**src/rtl/sequential_divider.sv**
```systemverilog
// sequential_divider: multi-cycle unsigned restoring divider with start/busy/done handshake.
// Defining DIV_BY_ZERO_FLAG_EN adds a sticky div_by_zero port and a one-cycle zero-divisor bypass.
module sequential_divider #(
  parameter int WIDTH = 8
) (
  input  logic             clk,
  input  logic             rst,
  input  logic             start,
  input  logic [WIDTH-1:0] dividend,
  input  logic [WIDTH-1:0] divisor,
  output logic             busy,
  output logic             done,
`ifdef DIV_BY_ZERO_FLAG_EN
  output logic             div_by_zero,
`endif
  output logic [WIDTH-1:0] quotient,
  output logic [WIDTH-1:0] remainder
);
  localparam int CW = $clog2(WIDTH + 1);
  localparam logic [1:0] IDLE = 2'd0, RUN = 2'd1, DONE = 2'd2;
  logic [1:0]       state;
  logic [WIDTH-1:0] r, q, dvs, q_nxt, r_nxt;
  logic [WIDTH:0]   t, diff;
  logic [CW-1:0]    cnt;
  logic             ge, accept, zero;
  always_comb begin
    t      = {r, q[WIDTH-1]};
    diff   = t - {1'b0, dvs};
    ge     = t >= {1'b0, dvs};
    r_nxt  = ge ? diff[WIDTH-1:0] : t[WIDTH-1:0];
    q_nxt  = {q[WIDTH-2:0], ge};
    accept = start && state != RUN;
  end
`ifdef DIV_BY_ZERO_FLAG_EN
  assign zero = divisor == '0;
  always_ff @(posedge clk or negedge rst)
    if (!rst) div_by_zero <= 1'b0;
    else if (accept) div_by_zero <= zero;
`else
  assign zero = 1'b0;
`endif
  assign busy = state == RUN;
  assign done = state == DONE;
  // r stays below the divisor, so its top bit is always zero and only WIDTH bits are kept
  always_ff @(posedge clk or negedge rst)
    if (!rst) begin
      state     <= IDLE;
      r         <= '0;
      q         <= '0;
      dvs       <= '0;
      cnt       <= '0;
      quotient  <= '0;
      remainder <= '0;
    end else if (accept && zero) begin
      state     <= DONE;
      quotient  <= '1;
      remainder <= dividend;
    end else if (accept) begin
      state <= RUN;
      r     <= '0;
      q     <= dividend;
      dvs   <= divisor;
      cnt   <= CW'(WIDTH);
    end else if (state == RUN) begin
      r   <= r_nxt;
      q   <= q_nxt;
      cnt <= cnt - CW'(1);
      if (cnt == CW'(1)) begin
        state     <= DONE;
        quotient  <= q_nxt;
        remainder <= r_nxt;
      end
    end else if (state == DONE) state <= IDLE;
endmodule
```
**config.mk**
```make
export PLATFORM = sky130hd
export DESIGN_NAME = sequential_divider
export DESIGN_NICKNAME = d
export VERILOG_FILES = /design/src/rtl/sequential_divider.sv
export SDC_FILE = /design/constraint.sdc
export NUM_CORES = 1
export LEC_CHECK = 0
export CAP_MARGIN = 20
export CORE_MARGIN = 2
export CORE_UTILIZATION = 52
export DETAILED_ROUTE_END_ITERATION = 12
export PLACE_DENSITY = 0.84
export SETUP_SLACK_MARGIN = 0.02
export SLEW_MARGIN = 20
export SYNTH_ARGS = -nofsm -noshare
export SYNTH_HDL_FRONTEND = slang
export SYNTH_SLANG_ARGS = --single-unit
```
**constraint.sdc**
```tcl
create_clock -name clk -period 4.2 [get_ports clk]
set_input_delay 1.26 -clock clk [delete_from_list [all_inputs] [get_ports clk]]
set_output_delay 1.26 -clock clk [all_outputs]
set_load 0.1 [all_outputs]
```
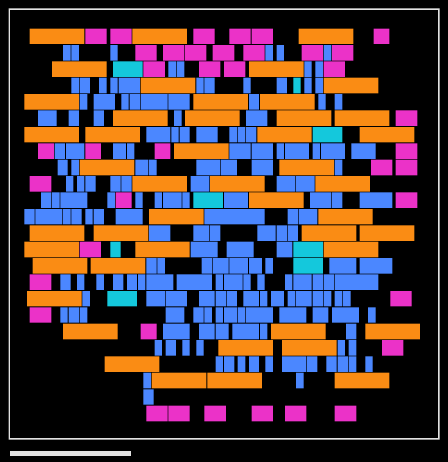
**Above:** run 1 (cells colored by class).
Bar = 20 um.
- orange: sequential cells (cells 46; share of their area 41%)
- magenta: remaining buffers and delay cells (cells 39; share of their area 14%)
- cyan: clock drivers and dummy loads (cells 8; share of their area 3.3%)
- blue: remaining logic cells (cells 181; share of their area 42%)

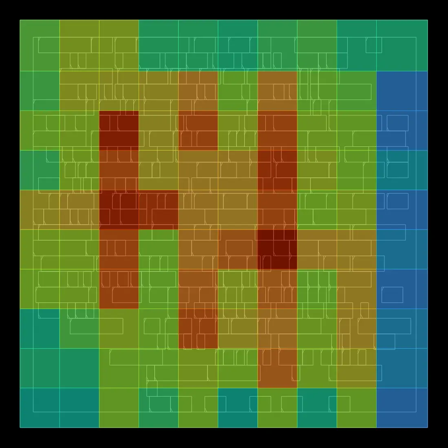
**Above:** run 1 (track usage over the die).
Core Util, Final: 65.23%
M3 GR Usage: 4.558%

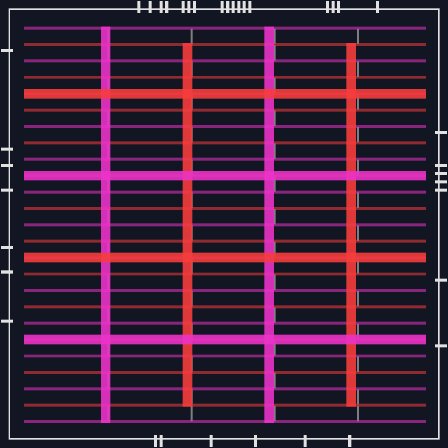
**Above:** run 1 (floorplan with the power grid).
Pins as bars on the die edge. Tap cells in gray.
- magenta: VSS
- red: VDD
- met4 straps: 4
- met5 straps: 4
- rows: 24
- tap cells: 52

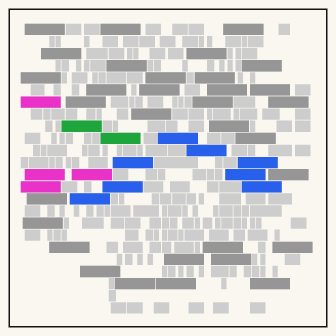
**Above:** run 1 (register map, names as in the netlist).
- blue: r (placed flops 8)
- green: state (placed flops 2)
- magenta: cnt (placed flops 4; where west)

==> flow_summary.toml, run 1 <==
# generated from flow reports
[drt]
drt_wl_total_um = 4911
drc_errors = 0
dr.pass1.iters = 4
avgViaCountPerCell = 5.534
drtIter0Drc = 141
num_vias = 1804
post_drt_wl_per_cell_um = 15.06
antenna_left = 0

[timing]
layout_setup_ws_ps = 1134
relSlewSlack_pct = 35.12
rsz0062_at_grt = "false"
drv_slew = 0
finalCritPeriodShare_pct = 73.00
hold_viol_final = 0
fmax_mhz = 326.2
worstMarginPinSlew_ps = 970.2
layout_min_cycle_time_ps = 3066
fin_skew_ps = 12.52
setup-tns-final_ps = 0
finalSetupViolations = 0

[run_status]
status = "finished clean"

[floorplanning]
core_sq_um = 4354
ios = 37
tap_cells = 52
die_h_um = 71.01
initCoreUtil_pct = 53.62
die_w_um = 71.01
num_rows = 24
dieArea_sq_um = 5042

[worst_setup_path]
critPathMaxFanout = 2
crit_type = "register to output pin"
slowest_stage = "clkdlybuf4s50_1"
r2r_cells = 7
path_cells = "clkdlybuf4s50_1"
reg2reg_from = "r[0]"
critical_path_required_ps = 2940
cp-start-kind = "register"
cp_data_arrival_time_ps = 1810
cp.depth = 1
r2r_end = "remainder[4]"
endpoint_kind = "output pin"
critPathBufInv = 1
crit_path_end = "quotient[3]"
slowest_delay_ps = 1130
reg2reg_slack_ps = 1590
cp_top_family = "buffers and inverters"
crit_start = "quotient[3]"

[clock_network]
cts_made_buffers = 5
clk_latency_ps = 310
hold_buffers = 0
cts_tree = "done"
cts.clk_slew.worst_paths_ps = 90
cts.sinks = 46
h-tree-depth = 2
cts.path.max_buffers = 2
cts-root-buf = "clkbuf_8"
ctsResizeCount = 0
post_cts_buffers = 0

[logic_synthesis]
ys_area_sq_um = 2335
synthXorXnorAreaFrac_pct = 2.251
synth.yosys.seq_area_share_pct = 49.30
synth-adder-area-share_pct = 7.288
top_cell_area_share_pct = 49.30
synth_cells = 234
netlist_area_sq_um = 2335
top_cells_by_count = "46 x dfrtp_1, 46 x nand2_1, 27 x o21ai_0"
edf_count = 0
flop_cell = "dfrtp_1"
fp_nets = 266
logic_family = "AND-OR/OR-AND gates"
simple_gate_area_share_pct = 13.61
ys.flops = 46
synth_top_cell_by_area = "dfrtp_1"
synth_area_per_cell_sq_um = 9.978
async_flop_share_pct = 100.0
yosys_warnings = 0
synth_stat.cells = 234
ys_sh_aoi_pct = 14.58
synth.mux.area_fraction_pct = 8.950
synthTopCellsByArea = "dfrtp_1 49%, nand2_1 7.4%, ha_1 6.4%, o21ai_0 5.8%, mux2i_1 4.3%"
ys_types = 33

[global_routing]
grt_util_all_layers_pct = 22.15
grt_pass1_wl_um = 8680
grt_max_degree = 47
grt_pass1_vias = 1843
grt_remaining_overflow = 0
grt_antenna_before_repair = 0

[finish]
layout.area.seq_sq_um = 1151
top_area_cell_class = "flip-flops and latches"
flop-count = 46
n_fill_cell = 351
area_delta_synth_final_pct = 21.65
final-nonclk-buf-share_pct = 13.22
area.share.sequential_pct = 40.53
logic_gate_count = 163
n_clock_buffer = 7
drive_gt1_share_pct = 10.22
nets = 305
nonClockBufferCount = 39
clk_share_pct = 3.216
mi_logic_area_sq_um = 1090
inverters = 18
n_antenna_cell = 0
finalNonFillerCells = 326
comb_area_share_pct = 38.37

[min_path]
hold_depth = 2
whs_endpoint = "quotient[4]"
hold_path_class = "register to register"
hp-start = "quotient[4]"

[placed_design]
dp_slack_ps = 1100
dp.cells = 318
place.gp.congestion = 0.8688
hpwl_um = 3556
portBuffers = 36

[run]
maxCapViolCount = 0
tool_warnings = 28
## run 1: cells in the final DEF, fill, tap and decap left out, types with 2 or more instances in the layout
cell type | synthesis | layout
buf_4 | 0 | 6
o22ai_1 | 2 | 2
nor3_1 | 4 | 4
o21ai_0 | 27 | 27
xnor2_1 | 6 | 6
nor2_1 | 10 | 10
clkdlybuf4s50_1 | 0 | 33
mux2i_1 | 10 | 10
a22o_1 | 5 | 5
nand3_1 | 6 | 6
nand2_1 | 46 | 46
mux2_2 | 7 | 7
clkbuf_8 | 0 | 6
inv_1 | 18 | 18
mux2_4 | 2 | 2
o31ai_1 | 3 | 3
dfrtp_1 | 46 | 46
ha_1 | 12 | 12
a21oi_1 | 6 | 6
nand4_1 | 2 | 2
o21a_1 | 2 | 2
## run 1: through the flow
step / hold slack, ps / instance area (sq um)
final: 477.9 / 2840
after global routing: 501.7 / 2840
after CTS: 481.3 / 2838
after detailed placement: 461.4 / 2746
after global placement: 460.7 / 2746
after floorplan: 460.5 / 2335
## run 1: registers in the layout, summed over array words and instances, names as in the netlist
| register | cells |
|---|---|
| remainder | 8 |
| dvs | 8 |
| cnt | 4 |
| state | 2 |
| r | 8 |
| quotient | 8 |
| q | 8 |
## run 1: routing by layer
metal	up-vias	global-route usage [%]	routed length (um)
li1	873	-	-
met1	872	30.34	2160
met2	51	35.31	2382
met3	8	4.558	293
met4	0	7.757	75
met5	-	0	0
**Run 1: routed clock nets over the placement**

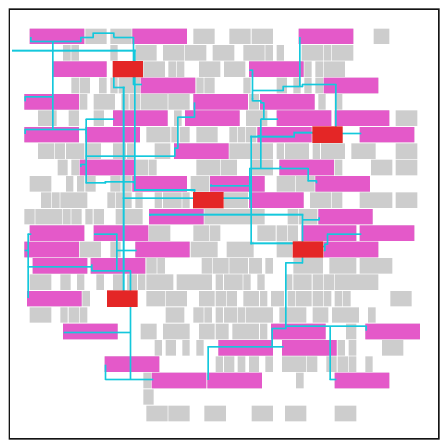

==> inputs of run 2 (changes only) <==
clock period = 2.85 ns   (was 4.2 ns; I/O delays follow)
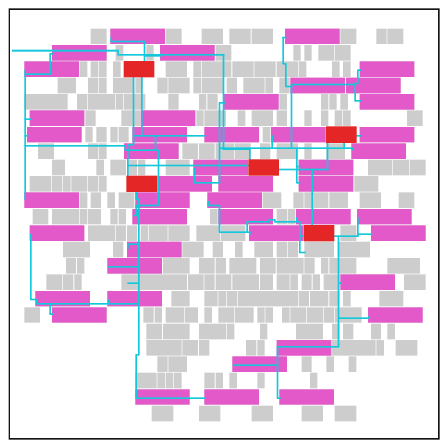
**Above:** run 2 (routed clock nets over the placement).
- red: clock-net drivers (count 5)
- cyan: clock wires (length 523 um)
- magenta: flip-flops (count 46)
- routed clock nets: 6

==> run 2 against run 1 <==
Net effect:
- die area unchanged
- critical path depth up 6
- largest cell class unchanged
- final area rose by 0.48%
- area after synthesis did not move
==> flow_summary.toml, run 2 <==
# generated from flow reports
[drt]
antenna_left = 0
avgViaCountPerCell = 5.436
drc_errors = 0
dr.pass1.iters = 4
drt_wl_total_um = 4920
num_vias = 1783
drtIter0Drc = 128

[worst_setup_path]
crit_start = "r[0]"
critical_path_required_ps = 3020
cp-start-kind = "register"
reg2reg_from = "r[0]"
r2r_end = "remainder[4]"
critPathMaxFanout = 6
endpoint_kind = "register"
crit_type = "register to register"

[timing]
drv_slew = 0
finalCritPeriodShare_pct = 89.21
rsz0062_at_grt = "false"
hold_viol_final = 0
fin_hold_ws_ps = 480.0
fin_skew_ps = 7.090
relSlewSlack_pct = 61.68
setup-tns-final_ps = 0
layout_setup_ws_ps = 307.6
layout_min_cycle_time_ps = 2542

[clock_network]
h-tree-depth = 2
cts_tree = "done"
hold_buffers = 0
cts.path.max_buffers = 2
cts_made_buffers = 5
ctsResizeCount = 0

[placed_design]
portBuffers = 36
place.gp.congestion = 0.8488
hpwl_um = 3604
dp_slack_ps = 379.5
dp.cells = 321

[logic_synthesis]
flop_cell = "dfrtp_1"
top_cell_area_share_pct = 49.30
synth.mux.area_fraction_pct = 8.950
top_cells_by_count = "46 x dfrtp_1, 46 x nand2_1, 27 x o21ai_0"
netlist_area_sq_um = 2335
simple_gate_area_share_pct = 13.61
yosys_warnings = 0
synth_cells = 234
ys_area_sq_um = 2335
logic_family = "AND-OR/OR-AND gates"
async_flop_share_pct = 100.0
synthXorXnorAreaFrac_pct = 2.251
ys.flops = 46
synth_stat.cells = 234
edf_count = 0
ys_sh_aoi_pct = 14.58
fp_nets = 266
ys_types = 33
synth.yosys.seq_area_share_pct = 49.30
synth_area_per_cell_sq_um = 9.978

[min_path]
hold_path_class = "register to register"
hp-start = "quotient[3]"

[run]
tool_warnings = 28
maxCapViolCount = 0

[finish]
area_delta_synth_final_pct = 22.24
finalNonFillerCells = 328
drive_gt1_share_pct = 17.03
n_fill_cell = 325
nets = 308
n_antenna_cell = 0

[run_status]
status = "finished clean"

[floorplanning]
num_rows = 24
initCoreUtil_pct = 53.62
ios = 37
die_h_um = 71.01
dieArea_sq_um = 5042

[global_routing]
grt_max_degree = 47
grt_pass1_wl_um = 8321
grt_remaining_overflow = 0
## run 2: routing by layer
layer / track usage [%] / vias up / wire, um
li1: - / 882 / -
met5: 0 / - / 0
met3: 4.986 / 10 / 218
met1: 29.55 / 848 / 2262
met2: 33.75 / 43 / 2367
met4: 6.709 / 0 / 72
## run 2: metrics by stage
step | instance area (sq um) | util (%)
final | 2854 | 65.55
after global routing | 2854 | 65.55
after CTS | 2854 | 65.55
after detailed placement | 2741 | 62.96
after global placement | 2741 | 62.96
after floorplan | 2335 | -
## run 2: worst min path at each step
stage	end	cells after the start
3_3_place_gp	quotient[5]	2
3_5_place_dp	quotient[5]	2
5_1_grt	quotient[3]	2
6_report	quotient[3]	2
4_1_cts	quotient[5]	2
2_1_floorplan	quotient[1]	2
## run 2: layout make-up
class	count	area [sq um]	area share (%)
clock buffer	6	82.58	2.893
clock inverter	1	30.03	1.052
inverter	18	67.56	2.367
multi-input combinational	163	1090	38.19
sequential	46	1151	40.33
tap	52	65.06	2.280
timing repair buffer	42	367.9	12.89
## run 2: kinds of logic after synthesis
logic type | count (synthesis)
muxes | 19
buffers and inverters | 25
and+or+nand+nor | 73
DFF | 46
xor gates and xnor gates | 6
adders and majority gates | 13
AOI/OAI and AO/OA | 52
## run 2: critical path, cell delays in order (launching register included)
cell and delay [ps]:
dfrtp_1 440, ha_1 320, or2b_1 240, a21oi_1 340, a31oi_2 220, nand2_1 210
mux2_2 370, mux2_2 270
